==> run_1/layer_met1.png <==
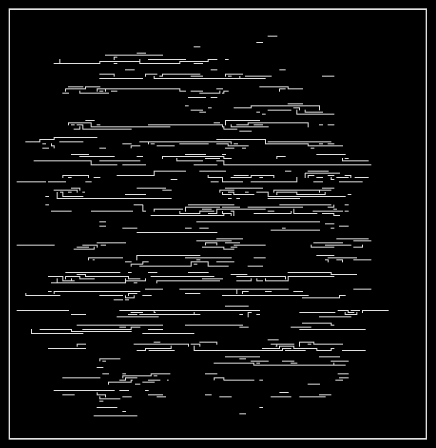
==> run_1/layer_met2.png <==
Scale bar: 20 µm. Cells faint in the background.
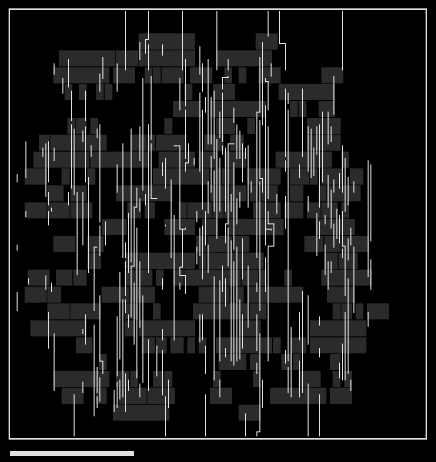
==> run_1/layer_met3.png <==
Scale bar: 20 µm.
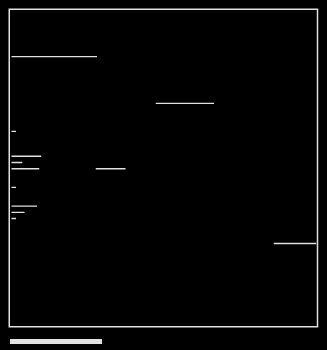
$ cat src/rtl/div_pkg.sv
// Shared definitions for the sequential restoring divider:
// FSM state encoding, default operand width and counter sizing.
package div_pkg;

    localparam int DEFAULT_WIDTH = 4;

    typedef enum logic [1:0] {
        IDLE = 2'd0,
        RUN  = 2'd1,
        DONE = 2'd2
    } state_t;

    // Step counter must hold the value WIDTH itself.
    function automatic int cnt_width(input int w);
        return $clog2(w + 1);
    endfunction

endpackage

$ cat src/rtl/seq_divider_if.sv
// Start/done handshake bundle for seq_divider.
// Handshake: start is only looked at while the divider is idle; operands are
// captured on that same edge. done is a one-cycle pulse, and quotient,
// remainder and div_by_zero stay stable from that pulse until the next one.
interface seq_divider_if #(
    parameter int WIDTH = div_pkg::DEFAULT_WIDTH
);
    logic             start;
    logic [WIDTH-1:0] dividend;
    logic [WIDTH-1:0] divisor;
    logic             busy;
    logic             done;
    logic [WIDTH-1:0] quotient;
    logic [WIDTH-1:0] remainder;
    logic             div_by_zero;

    modport master (
        output start, dividend, divisor,
        input  busy, done, quotient, remainder, div_by_zero
    );

    modport slave (
        input  start, dividend, divisor,
        output busy, done, quotient, remainder, div_by_zero
    );
endinterface

$ cat src/rtl/div_step.sv
// One restoring-division iteration: shift the partial remainder left by one,
// pulling in the dividend MSB, trial-subtract the divisor, and keep the
// difference only when it did not go negative.
module div_step #(
    parameter int WIDTH = div_pkg::DEFAULT_WIDTH
) (
    input  logic [WIDTH:0]   p,
    input  logic [WIDTH-1:0] q,
    input  logic [WIDTH-1:0] d,
    output logic [WIDTH:0]   p_next,
    output logic [WIDTH-1:0] q_next
);
    logic [WIDTH:0] p_shift;
    logic [WIDTH:0] trial;

    // Shift, trial subtract and restore mux.
    always_comb begin
        p_shift = {p[WIDTH-1:0], q[WIDTH-1]};
        trial   = p_shift - {1'b0, d};
        if (!trial[WIDTH]) begin
            p_next = trial;
            q_next = {q[WIDTH-2:0], 1'b1};
        end else begin
            p_next = p_shift;
            q_next = {q[WIDTH-2:0], 1'b0};
        end
    end
endmodule

$ cat src/rtl/seq_divider.sv
// Iterative unsigned restoring divider, one quotient bit per clock.
// Build option: define DIV_ZERO_SHORTCUT_EN to finish a divide-by-zero in the
// accept cycle instead of iterating through all WIDTH steps.
module seq_divider
    import div_pkg::*;
#(
    parameter int WIDTH = DEFAULT_WIDTH
) (
    input  logic          clk,
    input  logic          rst_n,
    seq_divider_if.slave  bus,
    output state_t        dbg_state
);
    localparam int CW = cnt_width(WIDTH);

    state_t           state;
    state_t           state_next;
    logic [WIDTH:0]   p_reg;
    logic [WIDTH-1:0] q_reg;
    logic [WIDTH-1:0] d_reg;
    logic [CW-1:0]    cnt;
    logic [WIDTH:0]   p_step;
    logic [WIDTH-1:0] q_step;
    logic             accept;
    logic             last_step;
    logic             zero_shortcut;
    logic [WIDTH-1:0] quotient_reg;
    logic [WIDTH-1:0] remainder_reg;
    logic             dbz_reg;

    div_step #(.WIDTH(WIDTH)) u_step (
        .p      (p_reg),
        .q      (q_reg),
        .d      (d_reg),
        .p_next (p_step),
        .q_next (q_step)
    );

    // Decode of handshake events and next state.
    always_comb begin
        accept     = (state == IDLE) && bus.start;
        last_step  = (state == RUN) && (cnt == CW'(1));
`ifdef DIV_ZERO_SHORTCUT_EN
        zero_shortcut = accept && (bus.divisor == '0);
`else
        zero_shortcut = 1'b0;
`endif
        state_next = state;
        case (state)
            IDLE: begin
                if (zero_shortcut) state_next = DONE;
                else if (accept)   state_next = RUN;
            end
            RUN:     if (last_step) state_next = DONE;
            DONE:    state_next = IDLE;
            default: state_next = IDLE;
        endcase
    end

    // FSM state register.
    always_ff @(posedge clk or negedge rst_n) begin
        if (!rst_n) state <= IDLE;
        else        state <= state_next;
    end

    // Working registers: load on accept, iterate while running.
    always_ff @(posedge clk or negedge rst_n) begin
        if (!rst_n) begin
            p_reg <= '0;
            q_reg <= '0;
            d_reg <= '0;
            cnt   <= '0;
        end else if (accept) begin
            p_reg <= '0;
            q_reg <= bus.dividend;
            d_reg <= bus.divisor;
            cnt   <= CW'(WIDTH);
        end else if (state == RUN) begin
            p_reg <= p_step;
            q_reg <= q_step;
            cnt   <= cnt - CW'(1);
        end
    end

    // Result registers change only at completion and hold otherwise.
    always_ff @(posedge clk or negedge rst_n) begin
        if (!rst_n) begin
            quotient_reg  <= '0;
            remainder_reg <= '0;
            dbz_reg       <= 1'b0;
        end else if (last_step) begin
            quotient_reg  <= q_step;
            remainder_reg <= p_step[WIDTH-1:0];
            dbz_reg       <= (d_reg == '0);
        end else if (zero_shortcut) begin
            quotient_reg  <= '1;
            remainder_reg <= bus.dividend;
            dbz_reg       <= 1'b1;
        end
    end

    assign bus.busy        = (state == RUN);
    assign bus.done        = (state == DONE);
    assign bus.quotient    = quotient_reg;
    assign bus.remainder   = remainder_reg;
    assign bus.div_by_zero = dbz_reg;
    assign dbg_state       = state;
endmodule

$ cat src/flat_wrapper.sv
// flat-port wrapper written by rule: the top's interface ports become plain ports
module seq_divider_flat import div_pkg::*;
#(
    parameter int WIDTH = DEFAULT_WIDTH
)
  (clk, rst_n, dbg_state, bus_start, bus_dividend, bus_divisor, bus_busy, bus_done, bus_quotient, bus_remainder, bus_div_by_zero);
  seq_divider_if #(.WIDTH(WIDTH)) bus_i ();
  input  logic clk;
  input  logic rst_n;
  output state_t dbg_state;
  input wire logic [$bits(bus_i.start)-1:0] bus_start;
  input wire logic [$bits(bus_i.dividend)-1:0] bus_dividend;
  input wire logic [$bits(bus_i.divisor)-1:0] bus_divisor;
  output wire logic [$bits(bus_i.busy)-1:0] bus_busy;
  output wire logic [$bits(bus_i.done)-1:0] bus_done;
  output wire logic [$bits(bus_i.quotient)-1:0] bus_quotient;
  output wire logic [$bits(bus_i.remainder)-1:0] bus_remainder;
  output wire logic [$bits(bus_i.div_by_zero)-1:0] bus_div_by_zero;
  assign bus_i.start = bus_start;
  assign bus_i.dividend = bus_dividend;
  assign bus_i.divisor = bus_divisor;
  assign bus_busy = bus_i.busy;
  assign bus_done = bus_i.done;
  assign bus_quotient = bus_i.quotient;
  assign bus_remainder = bus_i.remainder;
  assign bus_div_by_zero = bus_i.div_by_zero;
  seq_divider #(.WIDTH(WIDTH)) u_core (.clk(clk), .rst_n(rst_n), .bus(bus_i), .dbg_state(dbg_state));
endmodule
$ cat config.mk
export PLATFORM = sky130hd
export DESIGN_NAME = seq_divider_flat
export DESIGN_NICKNAME = d
export VERILOG_FILES = /design/src/rtl/div_pkg.sv /design/src/rtl/seq_divider_if.sv /design/src/rtl/div_step.sv /design/src/rtl/seq_divider.sv /design/src/flat_wrapper.sv
export SDC_FILE = /design/constraint.sdc
export NUM_CORES = 1
export LEC_CHECK = 0
export CAP_MARGIN = 0
export CORE_AREA = 2 2 65 67
export DETAILED_ROUTE_END_ITERATION = 16
export DIE_AREA = 0 0 67 69
export GPL_ROUTABILITY_DRIVEN = 0
export GPL_TIMING_DRIVEN = 0
export PLACE_DENSITY_LB_ADDON = 0.1
export SYNTH_ARGS = -nofsm -noshare
export SYNTH_HDL_FRONTEND = slang
export SYNTH_SLANG_ARGS = --single-unit
$ cat constraint.sdc
create_clock -name clk -period 2 [get_ports clk]
set_clock_uncertainty 0.1 [all_clocks]
set_input_delay 0.3 -clock clk [delete_from_list [all_inputs] [get_ports clk]]
set_output_delay 0.3 -clock clk [all_outputs]
set_load 0.005 [all_outputs]
==> impl_metrics.json, run 1 <==
{
  "worstHoldPathType": "flip-flop to flip-flop",
  "drive_above_1_share_pct": 20.6,
  "placed_cells_incl_taps": 214,
  "enable_flop_cells": 0,
  "clk-insertion-delay-late_ps": 270,
  "num-nets-final": 195,
  "power_per_cell_area_nw_per_um2": 1880,
  "worst-endpoint-required_ps": 2040,
  "timing.critical_path.slowest_cell_delay_ps": 390,
  "nMultiInputCombCells": 101,
  "initial_antenna_violation_count": 0,
  "worst_path_cell_with_the_longest_stage_delay": "sky130_fd_sc_hd__dfrtp_1",
  "placement_setup_slack_ps": -257,
  "horizontal_die_dimension_um": 67,
  "floorplan.io_pins": 24,
  "areaGrowthSynthToFinish_pct": 35.5,
  "p_int_uw": 2010,
  "max_slew_margin_pct": 20.5,
  "worstReg2RegEnd": "u_core.bus.remainder[0]$_DFFE_PN0P_",
  "mappedNetlistArea_um2": 1360,
  "first_pass_grt_wire_length_um": 5590,
  "power.group.top": "combinational logic",
  "final_setup_fails": 8,
  "maxCapViolations": 0,
  "power_frac_seq_pct": 27.9,
  "gr-total-overflow": 0,
  "yosysMostFrequentCell": "sky130_fd_sc_hd__nand2_1",
  "power_clock_uw": 296,
  "worst_slack_ps": -166,
  "post_cts_hold_buffer_count": 0,
  "avgSynthCellArea_um2": 9.65,
  "maxSlewViolCount": 0,
  "final_design_area_no_fill_um2": 1840,
  "postCtsSetupRepairBufs": 6,
  "leakagePower_uw": 0.000807,
  "cp_common_cell": "sky130_fd_sc_hd__inv_2",
  "clock_sink_count": 26,
  "crit_path_capture": "u_core.bus.remainder[0]$_DFFE_PN0P_",
  "global_routing_usage_summed_across_all_routing_layers_pct": 15.4,
  "slew_at_the_pin_closest_to_its_max_slew_limit_ps": 1190,
  "dpl.hpwl_um": 2300,
  "fin_worst_hold_slack_ps": 379,
  "netlist_top_cells_area": "sky130_fd_sc_hd__dfrtp_1 48%, sky130_fd_sc_hd__nand2_1 8.8%, sky130_fd_sc_hd__ha_1 5.5%",
  "synthDistinctLibCells": 39,
  "routed_via_density": 5.05,
  "max_freq_mhz": 462,
  "comb_area_share_pct": 39.3,
  "worstSetupStartpoint": "u_core.q_reg[3]$_DFFE_PN0P_",
  "mostFrequentLayoutCells": "31 x sky130_fd_sc_hd__nand2_1, 25 x sky130_fd_sc_hd__dfrtp_1, 22 x sky130_fd_sc_hd__clkdlybuf4s50_1",
  "most_common_library_cells_after_synthesis": "32 x sky130_fd_sc_hd__nand2_1, 26 x sky130_fd_sc_hd__dfrtp_1, 11 x sky130_fd_sc_hd__inv_1, 8 x sky130_fd_sc_hd__o21ai_0, 6 x sky130_fd_sc_hd__ha_1",
  "cts_root_buffer": "sky130_fd_sc_hd__clkbuf_8",
  "drt-pass1-iter-count": 4,
  "detail_route.drc_violations": 0,
  "count_of_input_and_output_buffers": 23,
  "async_reset_ff_share_pct": 100,
  "placeableCoreArea_um2": 3910,
  "utilization_pct": 47.1,
  "synth_flops": 26,
  "swShare_pct": 42.0,
  "antenna_violating_nets_post_route": 0,
  "syn-instance-count": 141,
  "layout.sequential_cells": 26,
  "combinationalPower_uw": 2210,
  "failing_checks": "negative setup slack",
  "die_h_um": 69,
  "largest_net_degree_at_the_start_of_global_routing": 27,
  "synth_seq_share_pct": 47.8,
  "ys_dominant_reg_cell": "sky130_fd_sc_hd__dfrtp_1",
  "wl_met2_um": 1680,
  "worstHoldPathCells": 2,
  "power.combinational.fraction_pct": 63.6,
  "switching_component_of_the_power_uw": 1460,
  "htree_levels": 1,
  "cts_buffer_depth": 2,
  "layout.cells.most_common": "sky130_fd_sc_hd__nand2_1",
  "first_global_vias": 1225,
  "clock_power_share_pct": 8.5,
  "antenna_cells": 0,
  "fin_tns_setup_ps": -842,
  "worst_setup_path_start_kind": "flip-flop",
  "yosys.area.top_type_share_pct": 47.8,
  "holdPathEnd": "u_core.bus.quotient[0]$_DFFE_PN0P_",
  "post_cts_resized": 16,
  "post-synth-top-area-cell": "sky130_fd_sc_hd__dfrtp_1",
  "numCtsBuffers": 3,
  "rows": 23,
  "openroad_warning_count": 30,
  "finalPower_uw": 3470,
  "timing.rr.start": "u_core.q_reg[3]$_DFFE_PN0P_",
  "timing_hold_violations_final": 0,
  "num-fill-cells": 409,
  "nonClkBufAreaFrac_pct": 17.3,
  "met1_length_um": 1500,
  "layout.area.top_class": "logic gates",
  "holdCritStartpoint": "u_core.bus.quotient[0]$_DFFE_PN0P_",
  "layoutNonFillerInstCount": 225,
  "clockNetworkAreaShare_pct": 2.24,
  "rr_worst_depth": 8,
  "nNonClkInverters": 11,
  "crit_family": "AND-OR/OR-AND gates",
  "yosysWarnings": 0,
  "synth.yosys.num_cells": 141,
  "starting_drc_count_in_detailed_routing": 35,
  "period_needed_ps": 2170,
  "critical_path.max_fanout": 5,
  "run_status": "finished with violations",
  "design.die.area_um2": 4620,
  "pwr.group.sequential_uw": 966,
  "floorplan.tapcells": 50,
  "timing.final.crit_share_pct": 108,
  "ir_drop_mv": 0.629,
  "cts_tree": "done",
  "seqAreaFraction_pct": 35.3,
  "multiInputGateArea_um2": 726,
  "crit_type": "flip-flop to flip-flop",
  "highest_layer": "met4",
  "non_clock_buffer_count": 34,
  "worst_setup_path_end_kind": "flip-flop",
  "timing.critical_path.buf_inv": 2,
  "clock_buffers": 3,
  "synth_nets": 159
}
Notes on layer_met1.png above:
- main direction: horizontal
- nets with wire on the layer: 174
overall via count from detail_route: 1,136
met1 capacity usage during global routing: 19.5%

Notes on layer_met2.png above:
- main direction: vertical
- longest straight run: 40.5 µm
- nets with wire on the layer: 167
- share of all routed wire: 51%
- wire length on this layer: 1,680 µm
global routing usage on met2: 26.7%
Routed Wire Length: 3280 µm

Notes on layer_met3.png above:
- wire length on this layer: 69.9 µm
- longest straight run: 18.4 µm
met3 Resource Use GR: 1.96%

run 1: cells by family after synthesis:
group	count (synthesis)	share of synthesized area (%)
DFF	26	47.8
buffers and inverters	15	4.32
adders and majority gates	7	6.99
AOI/OAI and AO/OA	39	21.0
and+or+nand+nor	52	18.7
xor gates and xnor gates	2	1.29
run 1: worst register-to-register path: stages, from the launching register on:
cell and delay (ps):
sky130_fd_sc_hd__dfrtp_1 390, sky130_fd_sc_hd__inv_2 80, sky130_fd_sc_hd__ha_4 120, sky130_fd_sc_hd__inv_2 40, sky130_fd_sc_hd__fa_2 340, sky130_fd_sc_hd__a211o_4 380
sky130_fd_sc_hd__a21o_4 230, sky130_fd_sc_hd__a21oi_1 250, sky130_fd_sc_hd__o31ai_2 110
==> run 2, diff against run 1 <==
--- a/config.mk
+++ b/config.mk
@@ -5,6 +5,7 @@
 export SDC_FILE = /design/constraint.sdc
 export NUM_CORES = 1
 export LEC_CHECK = 0
+export ABC_CLOCK_PERIOD_IN_PS = 2000
 export CAP_MARGIN = 0
 export CORE_AREA = 2 2 65 67
 export DETAILED_ROUTE_END_ITERATION = 16
==> run_2/layer_met3.png <==
Scale bar: 20 µm.
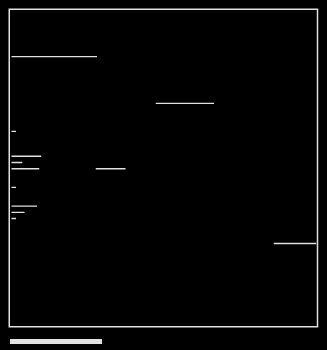
- share of all routed wire: 2.1%
- longest straight run: 18.4 µm

==> run 2 against run 1 <==
The flow still finishes with violations (negative setup slack). Die area unchanged. First-iteration DRC count unchanged. Power unchanged. Largest power group unchanged.
==> impl_metrics.json, run 2 <==
{
  "highest_layer": "met4",
  "mostFrequentLayoutCells": "31 x sky130_fd_sc_hd__nand2_1, 25 x sky130_fd_sc_hd__dfrtp_1, 22 x sky130_fd_sc_hd__clkdlybuf4s50_1",
  "global_routing_usage_summed_across_all_routing_layers_pct": 15.4,
  "rr_worst_depth": 8,
  "placeableCoreArea_um2": 3910,
  "timing_hold_violations_final": 0,
  "finalPower_uw": 3470,
  "avgSynthCellArea_um2": 9.65,
  "synth_nets": 159,
  "worst_path_cell_with_the_longest_stage_delay": "sky130_fd_sc_hd__dfrtp_1",
  "floorplan.io_pins": 24,
  "layout.area.top_class": "logic gates",
  "antenna_violating_nets_post_route": 0,
  "num-nets-final": 195,
  "ys_dominant_reg_cell": "sky130_fd_sc_hd__dfrtp_1",
  "slew_at_the_pin_closest_to_its_max_slew_limit_ps": 1190,
  "overall_via_count_from_detail_route": 1136,
  "initial_antenna_violation_count": 0,
  "period_needed_ps": 2170,
  "nMultiInputCombCells": 101,
  "wl_met2_um": 1680,
  "dpl.hpwl_um": 2300,
  "routed_via_density": 5.05,
  "power_per_cell_area_nw_per_um2": 1880,
  "worstReg2RegEnd": "u_core.bus.remainder[0]$_DFFE_PN0P_",
  "worst_setup_path_end_kind": "flip-flop",
  "cts_root_buffer": "sky130_fd_sc_hd__clkbuf_8",
  "final_setup_fails": 8,
  "antenna_cells": 0,
  "timing.final.crit_share_pct": 108,
  "gr-usage-met3_pct": 1.96,
  "critical_path.max_fanout": 5,
  "rows": 23,
  "numCtsBuffers": 3,
  "fin_worst_hold_slack_ps": 379,
  "cp_common_cell": "sky130_fd_sc_hd__inv_2",
  "yosysWarnings": 0,
  "synthDistinctLibCells": 39,
  "num-fill-cells": 409,
  "crit_path_capture": "u_core.bus.remainder[0]$_DFFE_PN0P_",
  "clock_buffers": 3,
  "maxCapViolations": 0,
  "count_of_input_and_output_buffers": 23,
  "clock_sink_count": 26,
  "worstHoldPathType": "flip-flop to flip-flop",
  "syn-instance-count": 141,
  "placed_cells_incl_taps": 214,
  "synth_flops": 26,
  "run_status": "finished with violations",
  "timing.critical_path.buf_inv": 2,
  "multiInputGateArea_um2": 726,
  "cts_buffer_depth": 2,
  "worst_setup_path_start_kind": "flip-flop",
  "maxSlewViolCount": 0,
  "mappedNetlistArea_um2": 1360,
  "enable_flop_cells": 0,
  "openroad_warning_count": 30,
  "globalRouteMet2Util_pct": 26.7,
  "failing_checks": "negative setup slack",
  "comb_area_share_pct": 39.3,
  "holdPathEnd": "u_core.bus.quotient[0]$_DFFE_PN0P_",
  "areaGrowthSynthToFinish_pct": 35.5,
  "nonClkBufAreaFrac_pct": 17.3,
  "yosys.area.top_type_share_pct": 47.8,
  "layout.sequential_cells": 26,
  "detail_route.drc_violations": 0,
  "timing.critical_path.slowest_cell_delay_ps": 390,
  "timing.rr.start": "u_core.q_reg[3]$_DFFE_PN0P_",
  "clk-insertion-delay-late_ps": 270,
  "nNonClkInverters": 11,
  "worst_slack_ps": -166,
  "design.die.area_um2": 4620,
  "most_common_library_cells_after_synthesis": "32 x sky130_fd_sc_hd__nand2_1, 26 x sky130_fd_sc_hd__dfrtp_1, 11 x sky130_fd_sc_hd__inv_1, 8 x sky130_fd_sc_hd__o21ai_0, 6 x sky130_fd_sc_hd__ha_1",
  "synth.yosys.num_cells": 141,
  "met1_capacity_usage_during_global_routing_pct": 19.5,
  "seqAreaFraction_pct": 35.3,
  "yosysMostFrequentCell": "sky130_fd_sc_hd__nand2_1",
  "cts_tree": "done",
  "crit_family": "AND-OR/OR-AND gates",
  "max_freq_mhz": 462,
  "first_global_vias": 1225,
  "netlist_top_cells_area": "sky130_fd_sc_hd__dfrtp_1 48%, sky130_fd_sc_hd__nand2_1 8.8%, sky130_fd_sc_hd__ha_1 5.5%",
  "max_slew_margin_pct": 20.5,
  "layoutNonFillerInstCount": 225,
  "ir_drop_mv": 0.629,
  "worst-endpoint-required_ps": 2040,
  "worstSetupStartpoint": "u_core.q_reg[3]$_DFFE_PN0P_",
  "synth_seq_share_pct": 47.8,
  "horizontal_die_dimension_um": 67,
  "drt-total-wl_um": 3280,
  "largest_net_degree_at_the_start_of_global_routing": 27,
  "layout.cells.most_common": "sky130_fd_sc_hd__nand2_1",
  "async_reset_ff_share_pct": 100,
  "drive_above_1_share_pct": 20.6,
  "placement_setup_slack_ps": -257,
  "floorplan.tapcells": 50,
  "crit_type": "flip-flop to flip-flop",
  "die_h_um": 69,
  "starting_drc_count_in_detailed_routing": 35
}
==> run_2/layer_met2.png <==
Scale bar: 20 µm. Cells faint in the background.
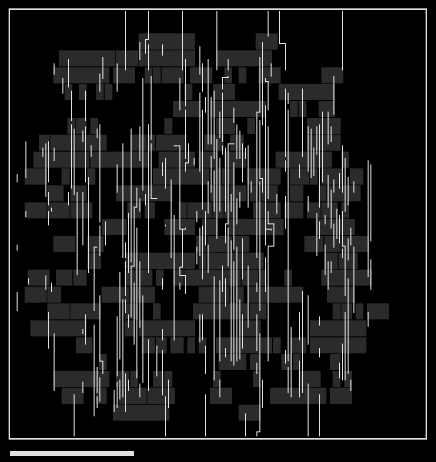
- main direction: vertical
- wire length on this layer: 1,680 µm
- share of all routed wire: 51%
- longest straight run: 40.5 µm

-- run 2: where the power goes --
group / switching (µW) / total, µW / internal, µW
logic: 1110 / 2210 / 1090
clock network: 161 / 296 / 135
registers: 185 / 966 / 782
-- run 2: kinds of logic (layout without fill, tap and decap cells) --
kind of cell	Yosys count	after routing	synth area share, %
XOR/XNOR	2	2	1.29
AND/OR/NAND/NOR	52	52	18.7
AND-OR/OR-AND	39	40	21.0
buffers and inverters	15	48	4.32
adder cells (fa/ha/maj)	7	7	6.99
flip-flops	26	26	47.8
-- run 2: repair_timing --
item,in CTS,in global routing
setup endpoints to repair,11,12
buffers inserted,6,1
pin swaps,4,4
gates cloned,1,0
hold buffers,0,0
gates resized,16,9
==> run_2/congestion.png <==
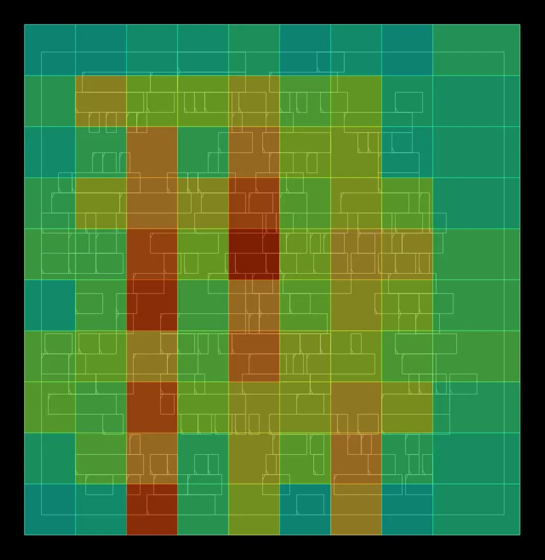

==> run 3, diff against run 2 <==
--- a/config.mk
+++ b/config.mk
@@ -6,13 +6,15 @@
 export NUM_CORES = 1
 export LEC_CHECK = 0
 export ABC_CLOCK_PERIOD_IN_PS = 2000
-export CAP_MARGIN = 0
-export CORE_AREA = 2 2 65 67
+export CAP_MARGIN = 30
+export CORE_AREA = 2 2 67 69
 export DETAILED_ROUTE_END_ITERATION = 16
-export DIE_AREA = 0 0 67 69
+export DIE_AREA = 0 0 69 71
 export GPL_ROUTABILITY_DRIVEN = 0
 export GPL_TIMING_DRIVEN = 0
+export HOLD_SLACK_MARGIN = 0.08
 export PLACE_DENSITY_LB_ADDON = 0.1
 export SYNTH_ARGS = -nofsm -noshare
 export SYNTH_HDL_FRONTEND = slang
+export SYNTH_HIERARCHICAL = 1
 export SYNTH_SLANG_ARGS = --single-unit
==> run_3/congestion.png <==
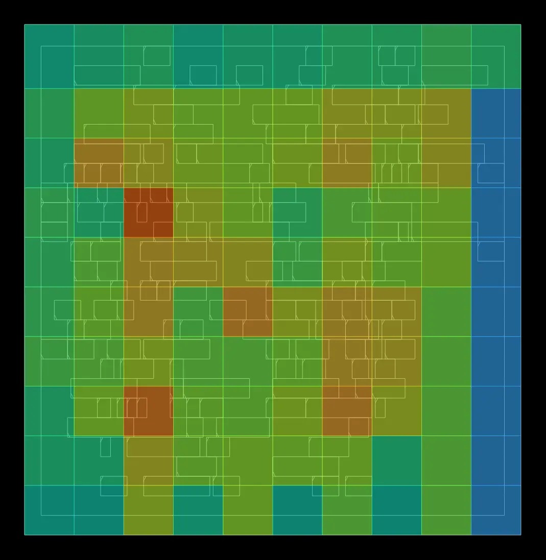
met3 Resource Use GR: 2.56%
met1 capacity usage during global routing: 15.0%

==> run 3 against run 2 <==
The run still ends with negative setup slack left. Maximum frequency down 16%. Synthesized cell count down 18%. Cell count down 6.2%. Synthesized area up 2.8%. Via count down 11%. Sequential share of layout area down 2.1 points. Global-route usage down 3.0 points. Die area up 6.0%. Sequential power up 2.7%. Non-clock buffer count up 12. Highest routed layer unchanged.
==> impl_metrics.json, run 3 <==
{
  "run_status": "finished with violations",
  "failing_checks": "negative setup slack",
  "die_h_um": 71,
  "placeableCoreArea_um2": 4200,
  "max_freq_mhz": 390,
  "post_cts_hold_buffer_count": 0,
  "slew_at_the_pin_closest_to_its_max_slew_limit_ps": 579,
  "finalPower_uw": 3880,
  "worst_path_cell_with_the_longest_stage_delay": "sky130_fd_sc_hd__dfrtp_1",
  "global_routing_usage_summed_across_all_routing_layers_pct": 12.4,
  "p_int_uw": 2570,
  "areaGrowthSynthToFinish_pct": 39.9,
  "cells_along_the_critical_path": "ha_4, fa_2, inv_2, a21oi_2, o21bai_1, ha_1, buf_6, nor4bb_1, a31oi_1, nand4_1, mux2_4",
  "mostFrequentLayoutCells": "26 x sky130_fd_sc_hd__dfrtp_1, 22 x sky130_fd_sc_hd__clkdlybuf4s50_1, 17 x sky130_fd_sc_hd__buf_4",
  "timing.critical_path.slowest_cell_delay_ps": 420,
  "gr-total-overflow": 0,
  "seqAreaFraction_pct": 33.2,
  "detail_route.drc_violations": 0,
  "final_design_area_no_fill_um2": 1960,
  "worstHoldPathType": "primary input to asynchronous set/reset pin",
  "timing.rr.start": "u_core/d_reg[0]$_DFFE_PN0P_",
  "max_slew_margin_pct": 61.3,
  "post_dp_cell_area_um2": 1730,
  "floorplan.io_pins": 24,
  "layout.sequential_cells": 26,
  "clock_sink_count": 26,
  "timing_hold_violations_final": 0,
  "pwr.group.sequential_uw": 992,
  "openroad_warning_count": 31,
  "nNonClkInverters": 10,
  "routed-wl-met3_um": 76,
  "layout.cells.most_common": "sky130_fd_sc_hd__dfrtp_1",
  "grt-busiest-layer": "met2",
  "routed_via_density": 4.78,
  "num-fill-cells": 406,
  "first_global_vias": 1022,
  "final_setup_fails": 10,
  "fin_worst_hold_slack_ps": 245,
  "cts_root_buffer": "sky130_fd_sc_hd__clkbuf_8",
  "count_of_input_and_output_buffers": 23,
  "layoutNonFillerInstCount": 211,
  "clock_power_share_pct": 11.2,
  "comb_area_share_pct": 34.7,
  "yosysWarnings": 6,
  "drt-pass1-iter-count": 4,
  "non_clock_buffer_count": 46,
  "rr_worst_depth": 11,
  "period_needed_ps": 2560,
  "clockNetworkAreaShare_pct": 3.64,
  "crit_path_capture": "u_core/bus.remainder[3]$_DFFE_PN0P_",
  "grt_setup_unrepaired": "yes",
  "timing.final.crit_share_pct": 128,
  "worst_slack_ps": -565,
  "cts_buffer_depth": 2,
  "clock_buffers": 3,
  "syn-instance-count": 116,
  "combinationalPower_uw": 2450,
  "nonClkBufAreaFrac_pct": 23.0,
  "highest_layer": "met4",
  "critical_path.max_fanout": 7,
  "ir_drop_mv": 0.773,
  "worstReg2RegEnd": "u_core/bus.remainder[3]$_DFFE_PN0P_",
  "regToRegSetupSlack_ps": -560,
  "power_per_cell_area_nw_per_um2": 1980,
  "horizontal_die_dimension_um": 69,
  "numCtsBuffers": 3,
  "initial_antenna_violation_count": 0,
  "switching_component_of_the_power_uw": 1300,
  "rows": 24,
  "met1_length_um": 1300,
  "cts_tree": "done",
  "storage_cell_area_um2": 651,
  "utilization_pct": 46.5,
  "cp_data_arrival_time_ps": 2620,
  "worst-endpoint-required_ps": 2060,
  "floorplan.tapcells": 52,
  "layout.area.top_class": "logic gates",
  "first_pass_grt_wire_length_um": 4840,
  "leakagePower_uw": 0.000869,
  "largest_net_degree_at_the_start_of_global_routing": 20,
  "swShare_pct": 33.6,
  "multiInputGateArea_um2": 678,
  "nMultiInputCombCells": 73,
  "synth_nets": 135,
  "avgSynthCellArea_um2": 12.1,
  "worst_setup_path_start_kind": "flip-flop",
  "placed_cells_incl_taps": 192,
  "initial_utilization_pct": 33.3,
  "crit_type": "flip-flop to flip-flop",
  "worst_setup_path_end_kind": "flip-flop",
  "power_frac_seq_pct": 25.6,
  "antenna_violating_nets_post_route": 0,
  "postCtsSetupRepairBufs": 9,
  "antenna_cells": 0,
  "drt-wirelength-per-cell_um": 14.0,
  "cts.clk_slew.worst_paths_ps": 90,
  "num-nets-final": 179,
  "maxSlewViolCount": 0,
  "fin_tns_setup_ps": -4080,
  "power.combinational.fraction_pct": 63.2,
  "dpl.hpwl_um": 2060,
  "worstSetupStartpoint": "u_core/d_reg[0]$_DFFE_PN0P_",
  "power.group.top": "combinational logic",
  "placement_setup_slack_ps": -654,
  "globalRouteMet2Util_pct": 22.4,
  "htree_levels": 1,
  "maxCapViolations": 0,
  "post_cts_resized": 11,
  "power_clock_uw": 434,
  "mappedNetlistArea_um2": 1400,
  "wl_met2_um": 1560,
  "clk-insertion-delay-late_ps": 270,
  "design.die.area_um2": 4900,
  "starting_drc_count_in_detailed_routing": 29,
  "drive_above_1_share_pct": 32.1
}
==> run_3/layer_met1.png <==
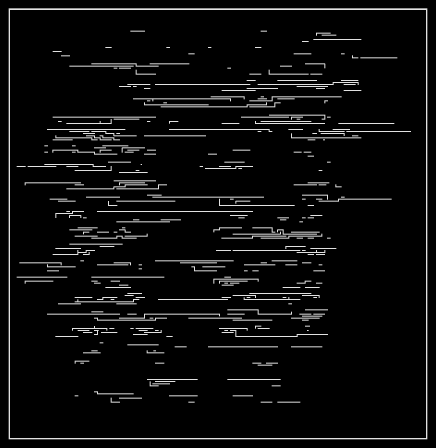
- share of all routed wire: 44%
- main direction: horizontal
overall via count from detail_route: 1,008
Routed Wire Length: 2960 µm

==> run 3: cell types whose count changed in the layout (fill, tap and decap cells not counted), moves of 3 or more <==
cell,previous run,this run
sky130_fd_sc_hd__buf_6,1,4
sky130_fd_sc_hd__mux2_4,0,9
sky130_fd_sc_hd__o21ai_0,8,3
sky130_fd_sc_hd__nor2b_1,4,8
sky130_fd_sc_hd__buf_4,7,17
sky130_fd_sc_hd__a22oi_1,3,0
sky130_fd_sc_hd__nand2_1,31,3
sky130_fd_sc_hd__a22o_1,0,4
sky130_fd_sc_hd__mux2_2,0,3
==> run 3: worst max-delay path, delay by kind of cell, from the launching register on <==
family,cells,cell delay [ps]
fa+ha+maj,3,800
buf+inv,2,200
compound gates,3,360
flops,1,420
simple gates,2,280
mux,1,280
No activity file was given, so power comes from the tool's default toggle rates.
